### config.mk
export PLATFORM = sky130hd
export DESIGN_NAME = neander_ctrl_flat
export DESIGN_NICKNAME = d
export VERILOG_FILES = /design/src/rtl/neander_ctrl_if.sv /design/src/rtl/neander_ctrl.sv /design/src/flat_wrapper.sv
export SDC_FILE = /design/constraint.sdc
export NUM_CORES = 1
export LEC_CHECK = 0
export CAP_MARGIN = 10
export CORE_MARGIN = 2
export CORE_UTILIZATION = 40
export CTS_CLUSTER_SIZE = 14
export DETAILED_ROUTE_END_ITERATION = 10
export GPL_TIMING_DRIVEN = 0
export PLACE_DENSITY = 0.74
export SLEW_MARGIN = 20
export SYNTH_ARGS = -nofsm -noshare
export SYNTH_HDL_FRONTEND = slang
export SYNTH_SLANG_ARGS = --single-unit
### constraint.sdc
create_clock -name clk -period 2.3 [get_ports clk]
set_input_delay 0.46 -clock clk [delete_from_list [all_inputs] [get_ports clk]]
set_output_delay 0.46 -clock clk [all_outputs]
set_load 0.01 [all_outputs]
### src/rtl/neander_ctrl_if.sv
// Control bundle between the Neander controller and its datapath.
// The controller is the master: it reads RI[7:4] and the NZ flags, and drives every strobe and select.
interface neander_ctrl_if;
  logic [3:0] opcode;
  logic       flag_n;
  logic       flag_z;
  logic       rem_load;
  logic       rem_sel;
  logic       rdm_load;
  logic       rdm_sel;
  logic       ri_load;
  logic       pc_load;
  logic       pc_sel;
  logic       ac_load;
  logic       nz_load;
  logic [2:0] ula_sel;
  logic       mem_rd;
  logic       mem_wr;
  logic       halted;

  modport master (
    input  opcode, flag_n, flag_z,
    output rem_load, rem_sel, rdm_load, rdm_sel, ri_load, pc_load, pc_sel,
           ac_load, nz_load, ula_sel, mem_rd, mem_wr, halted
  );

  modport slave (
    output opcode, flag_n, flag_z,
    input  rem_load, rem_sel, rdm_load, rdm_sel, ri_load, pc_load, pc_sel,
           ac_load, nz_load, ula_sel, mem_rd, mem_wr, halted
  );
endinterface

### src/rtl/neander_ctrl.sv
// Neander control unit: sequences fetch/decode/execute through T0..T7 and drives the datapath strobes.
// Outputs are decoded from state, opcode and flags; all three are registered, so the outputs are glitch-safe.
//
//   state  | meaning
//   S_T0   | REM <- PC (start of fetch)
//   S_T1   | RDM <- mem[REM], PC <- PC+1
//   S_T2   | RI <- RDM
//   S_T3   | decode: finish 1-cycle ops, skip untaken branch, or REM <- PC for the operand
//   S_T4   | RDM <- operand; PC <- PC+1 for memory-reference ops
//   S_T5   | jumps: PC <- RDM; others: REM <- RDM
//   S_T6   | STA: RDM <- AC; others: RDM <- mem[REM]
//   S_T7   | STA: write memory; ALU ops: AC/NZ update
//   S_HALT | stopped until reset
module neander_ctrl #(
  parameter bit HALT_ON_UNDEF = 1'b0
) (
  input logic            clk,
  input logic            rst,
  neander_ctrl_if.master bus
);

  typedef enum logic [3:0] {
    S_T0   = 4'd0,
    S_T1   = 4'd1,
    S_T2   = 4'd2,
    S_T3   = 4'd3,
    S_T4   = 4'd4,
    S_T5   = 4'd5,
    S_T6   = 4'd6,
    S_T7   = 4'd7,
    S_HALT = 4'd8
  } state_t;

  localparam logic [3:0] OP_STA = 4'h1;
  localparam logic [3:0] OP_LDA = 4'h2;
  localparam logic [3:0] OP_ADD = 4'h3;
  localparam logic [3:0] OP_OR  = 4'h4;
  localparam logic [3:0] OP_AND = 4'h5;
  localparam logic [3:0] OP_NOT = 4'h6;
  localparam logic [3:0] OP_JMP = 4'h8;
  localparam logic [3:0] OP_JN  = 4'h9;
  localparam logic [3:0] OP_JZ  = 4'hA;
  localparam logic [3:0] OP_HLT = 4'hF;

  state_t state_q, state_d;
  logic   op_mem, op_jmp, op_undef, br_skip;

  always_ff @(posedge clk or posedge rst) begin
    if (rst) state_q <= S_T0;
    else     state_q <= state_d;
  end

  always_comb begin
    op_mem   = (bus.opcode >= OP_STA) && (bus.opcode <= OP_AND);
    op_jmp   = (bus.opcode == OP_JMP) || (bus.opcode == OP_JN) || (bus.opcode == OP_JZ);
    op_undef = (bus.opcode == 4'h7) || ((bus.opcode >= 4'hB) && (bus.opcode <= 4'hE));
    br_skip  = ((bus.opcode == OP_JN) && !bus.flag_n) || ((bus.opcode == OP_JZ) && !bus.flag_z);
  end

  always_comb begin
    state_d      = state_q;
    bus.rem_load = 1'b0;
    bus.rem_sel  = 1'b0;
    bus.rdm_load = 1'b0;
    bus.rdm_sel  = 1'b0;
    bus.ri_load  = 1'b0;
    bus.pc_load  = 1'b0;
    bus.pc_sel   = 1'b0;
    bus.ac_load  = 1'b0;
    bus.nz_load  = 1'b0;
    bus.ula_sel  = 3'b000;
    bus.mem_rd   = 1'b0;
    bus.mem_wr   = 1'b0;
    bus.halted   = 1'b0;
    case (state_q)
      S_T0: begin
        bus.rem_load = 1'b1;
        state_d      = S_T1;
      end
      S_T1: begin
        bus.mem_rd   = 1'b1;
        bus.rdm_load = 1'b1;
        bus.pc_load  = 1'b1;
        state_d      = S_T2;
      end
      S_T2: begin
        bus.ri_load = 1'b1;
        state_d     = S_T3;
      end
      S_T3: begin
        if ((bus.opcode == OP_HLT) || (op_undef && HALT_ON_UNDEF)) begin
          state_d = S_HALT;
        end else if (bus.opcode == OP_NOT) begin
          bus.ula_sel = 3'b011;
          bus.ac_load = 1'b1;
          bus.nz_load = 1'b1;
          state_d     = S_T0;
        end else if (op_mem || op_jmp) begin
          // An untaken branch still has to step the PC over its operand byte.
          if (br_skip) begin
            bus.pc_load = 1'b1;
            state_d     = S_T0;
          end else begin
            bus.rem_load = 1'b1;
            state_d      = S_T4;
          end
        end else begin
          state_d = S_T0;
        end
      end
      S_T4: begin
        bus.mem_rd   = 1'b1;
        bus.rdm_load = 1'b1;
        bus.pc_load  = op_mem;
        state_d      = S_T5;
      end
      S_T5: begin
        if (op_jmp) begin
          bus.pc_sel  = 1'b1;
          bus.pc_load = 1'b1;
          state_d     = S_T0;
        end else begin
          bus.rem_sel  = 1'b1;
          bus.rem_load = 1'b1;
          state_d      = S_T6;
        end
      end
      S_T6: begin
        bus.rdm_load = 1'b1;
        if (bus.opcode == OP_STA) bus.rdm_sel = 1'b1;
        else                      bus.mem_rd  = 1'b1;
        state_d = S_T7;
      end
      S_T7: begin
        if (bus.opcode == OP_STA) begin
          bus.mem_wr = 1'b1;
        end else if (op_mem) begin
          bus.ac_load = 1'b1;
          bus.nz_load = 1'b1;
          case (bus.opcode)
            OP_LDA:  bus.ula_sel = 3'b100;
            OP_OR:   bus.ula_sel = 3'b001;
            OP_AND:  bus.ula_sel = 3'b010;
            default: bus.ula_sel = 3'b000;
          endcase
        end
        state_d = S_T0;
      end
      S_HALT: begin
        bus.halted = 1'b1;
      end
      default: state_d = S_T0;
    endcase
    // Reset forces the state to T0 asynchronously; also silence T0's REM load so nothing moves while held.
    if (rst) begin
      bus.rem_load = 1'b0;
      bus.rem_sel  = 1'b0;
      bus.rdm_load = 1'b0;
      bus.rdm_sel  = 1'b0;
      bus.ri_load  = 1'b0;
      bus.pc_load  = 1'b0;
      bus.pc_sel   = 1'b0;
      bus.ac_load  = 1'b0;
      bus.nz_load  = 1'b0;
      bus.ula_sel  = 3'b000;
      bus.mem_rd   = 1'b0;
      bus.mem_wr   = 1'b0;
      bus.halted   = 1'b0;
    end
  end

endmodule

### src/flat_wrapper.sv
// flat-port wrapper written by rule: the top's interface ports become plain ports
module neander_ctrl_flat 
#(
  parameter bit HALT_ON_UNDEF = 1'b0
)
  (clk, rst, bus_opcode, bus_flag_n, bus_flag_z, bus_rem_load, bus_rem_sel, bus_rdm_load, bus_rdm_sel, bus_ri_load, bus_pc_load, bus_pc_sel, bus_ac_load, bus_nz_load, bus_ula_sel, bus_mem_rd, bus_mem_wr, bus_halted);
  neander_ctrl_if bus_i ();
  input logic clk;
  input logic rst;
  input wire logic [$bits(bus_i.opcode)-1:0] bus_opcode;
  input wire logic [$bits(bus_i.flag_n)-1:0] bus_flag_n;
  input wire logic [$bits(bus_i.flag_z)-1:0] bus_flag_z;
  output wire logic [$bits(bus_i.rem_load)-1:0] bus_rem_load;
  output wire logic [$bits(bus_i.rem_sel)-1:0] bus_rem_sel;
  output wire logic [$bits(bus_i.rdm_load)-1:0] bus_rdm_load;
  output wire logic [$bits(bus_i.rdm_sel)-1:0] bus_rdm_sel;
  output wire logic [$bits(bus_i.ri_load)-1:0] bus_ri_load;
  output wire logic [$bits(bus_i.pc_load)-1:0] bus_pc_load;
  output wire logic [$bits(bus_i.pc_sel)-1:0] bus_pc_sel;
  output wire logic [$bits(bus_i.ac_load)-1:0] bus_ac_load;
  output wire logic [$bits(bus_i.nz_load)-1:0] bus_nz_load;
  output wire logic [$bits(bus_i.ula_sel)-1:0] bus_ula_sel;
  output wire logic [$bits(bus_i.mem_rd)-1:0] bus_mem_rd;
  output wire logic [$bits(bus_i.mem_wr)-1:0] bus_mem_wr;
  output wire logic [$bits(bus_i.halted)-1:0] bus_halted;
  assign bus_i.opcode = bus_opcode;
  assign bus_i.flag_n = bus_flag_n;
  assign bus_i.flag_z = bus_flag_z;
  assign bus_rem_load = bus_i.rem_load;
  assign bus_rem_sel = bus_i.rem_sel;
  assign bus_rdm_load = bus_i.rdm_load;
  assign bus_rdm_sel = bus_i.rdm_sel;
  assign bus_ri_load = bus_i.ri_load;
  assign bus_pc_load = bus_i.pc_load;
  assign bus_pc_sel = bus_i.pc_sel;
  assign bus_ac_load = bus_i.ac_load;
  assign bus_nz_load = bus_i.nz_load;
  assign bus_ula_sel = bus_i.ula_sel;
  assign bus_mem_rd = bus_i.mem_rd;
  assign bus_mem_wr = bus_i.mem_wr;
  assign bus_halted = bus_i.halted;
  neander_ctrl #(.HALT_ON_UNDEF(HALT_ON_UNDEF)) u_core (.clk(clk), .rst(rst), .bus(bus_i));
endmodule
Metal 2:
Cells faint in the background.
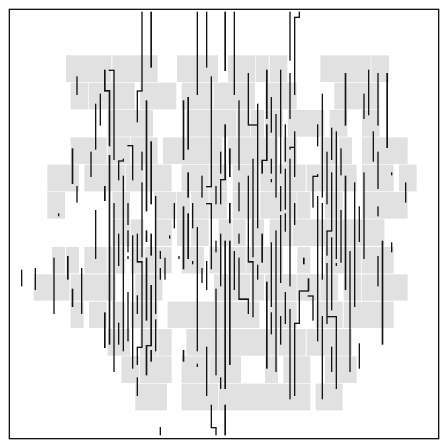
main direction = vertical
wire length on this layer = 831 um
share of all routed wire = 47%
nets with wire on the layer = 103
longest straight run = 18.7 um

==> flow_metrics.tcl <==
# metrics dict for downstream scripts
set metrics [dict create \
    maxCapViolations 0 \
    violations "negative setup slack" \
    slew_headroom 0.756 \
    netlist_instances 87 \
    stdcell_area_um2 917 \
    ios 23 \
    synth_stat.cells 87 \
    largest_area_cell "dfrtp_1" \
    dp_cells 121 \
    cts_root_buffer "clkbuf_4" \
    n_antenna_cell 0 \
    p_switching_mw 0.296 \
    clock_sinks 4 \
    ctsHoldBuffers 0 \
    tool_warnings 28 \
    fin_skew_ps 8.49 \
    grt_max_degree 11 \
    place_area_um2 803 \
    yosys_most_used_dff "dfrtp_1" \
    worstPathRequired_ps 1840 \
    leakage_nw 0.481 \
    syn2layout_area_growth_pct 54.3 \
    die_y_um 42.5 \
    gr-usage-met1 0.294 \
    yosys.cell_count.top_type "nor2_1" \
    synth-seq-cells 4 \
    syn_area_per_cell_um2 6.83 \
    nNonClkBuffers 34 \
    initial_core_util 0.440 \
    drtIter0Drc 23 \
    status "finished with violations" \
    synthTopCellsByArea "dfrtp_1 (17%), nor2_1 (8.2%), a21oi_1 (5.9%)" \
    slew_violations 0 \
    p_comb_mw 0.452 \
    grt_usage 0.208 \
    io_buffers 19 \
    cts_tree "done" \
    hpwl_mm 1.25 \
    pwr-share-seq 0.184 \
    critPathMaxFanout 4 \
    max_freq_mhz 415 \
    inverters 2 \
    hp-class "in -> async" \
    regArea_um2 100 \
    ant_nets 0 \
    cp.arrival_ps 1950 \
    final.setup.worst_slack_ps -107 \
    drive_gt1_frac 0.298 \
    yosys_warnings 0 \
    finalSetupViolCount 1 \
    die_w_um 42.5 \
    logic_area_um2 474 \
    place_congestion 0.807 \
    netSwitchingFraction 0.446 \
    drtPass1Iterations 4 \
    met2_usage 0.311 \
    grt_util_met3 0.0259 \
    core_um2 1350 \
    n_tap_cell 15 \
    antenna_found_initial 0 \
    synth_chip_area_um2 594 \
    common_cells "nor2_1 (13), a21oi_1 (7), nand2_1 (7), nor3_1 (7), clkbuf_1 (5)" \
    ir_drop_mv 0.356 \
    netlist_area_um2 594 \
    vias_per_cell 5.74 \
    synth_cell_types 36 \
    grt_busiest_layer "met2" \
    period_needed_ps 2410 \
    start_kind "primary input" \
    regMostFlops "u_core.state_q" \
    final-nonclk-buf-share 0.321 \
    final_cells 129 \
    top_power_group "combinational logic" \
    power.total_mw 0.664 \
    comb_cells 71 \
    h-tree-depth 1 \
    top_regs "u_core.state_q x4" \
    top_area_frac 0.168 \
    p_clk_frac 0.135 \
    clock_buffers 3 \
    flops 4 \
    end_kind "output pin" \
]
Met1 routing:
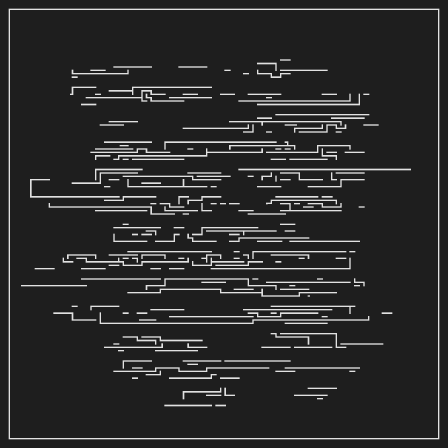
nets with wire on the layer = 106
main direction = horizontal

-- through the flow --
step / utilization / worst slack, ps / TNS [ps] / hold WS, ps
3_5_place_dp: 0.595 / -747 / -4960 / 566
6_report: 0.679 / -107 / -107 / 260
4_1_cts: 0.657 / -114 / -114 / 322
5_1_grt: 0.679 / -169 / -169 / 294
3_3_place_gp: 0.595 / -739 / -4860 / 541
2_1_floorplan: - / 190 / 0 / 439
-- critical path, cell delays in order --
cell,delay (ps)
dlygate4sd2_1,260
and2b_4,270
o21ai_1,80
or4b_1,530
a31oi_1,190
buf_2,150
-- kinds of logic (layout without fill, tap and decap cells) --
kind of cell | count (synthesis) | count (layout) | share of synthesized area
muxes | 2 | 2 | 0.0337
AOI/OAI and AO/OA | 19 | 19 | 0.198
DFF | 4 | 4 | 0.168
xor gates and xnor gates | 1 | 1 | 0.0147
buffers and inverters | 12 | 39 | 0.105
and+or+nand+nor | 49 | 49 | 0.480
-- worst min path at each step --
| stage | start | to | slack [ps] | cells after the start |
|---|---|---|---|---|
| after detailed placement | rst | u_core.state_q[1] | 570 | 2 |
| after floorplan | rst | u_core.state_q[0] | 440 | 2 |
| final | rst | u_core.state_q[2] | 260 | 2 |
| after global routing | rst | u_core.state_q[0] | 290 | 2 |
| after global placement | rst | u_core.state_q[0] | 540 | 2 |
| after CTS | rst | u_core.state_q[2] | 320 | 2 |
-- what timing repair did --
action	CTS	global route
gates cloned	0	0
buffers inserted	4	2
pin swaps	3	7
gates resized	37	15
setup endpoints to repair	14	10
-- routing by layer --
layer	wire, um	part of all wire
met5	0	0
met1	799	0.45
met4	37	0.021
met3	111	0.062
met2	831	0.47
Power and IR drop assume default switching activity.
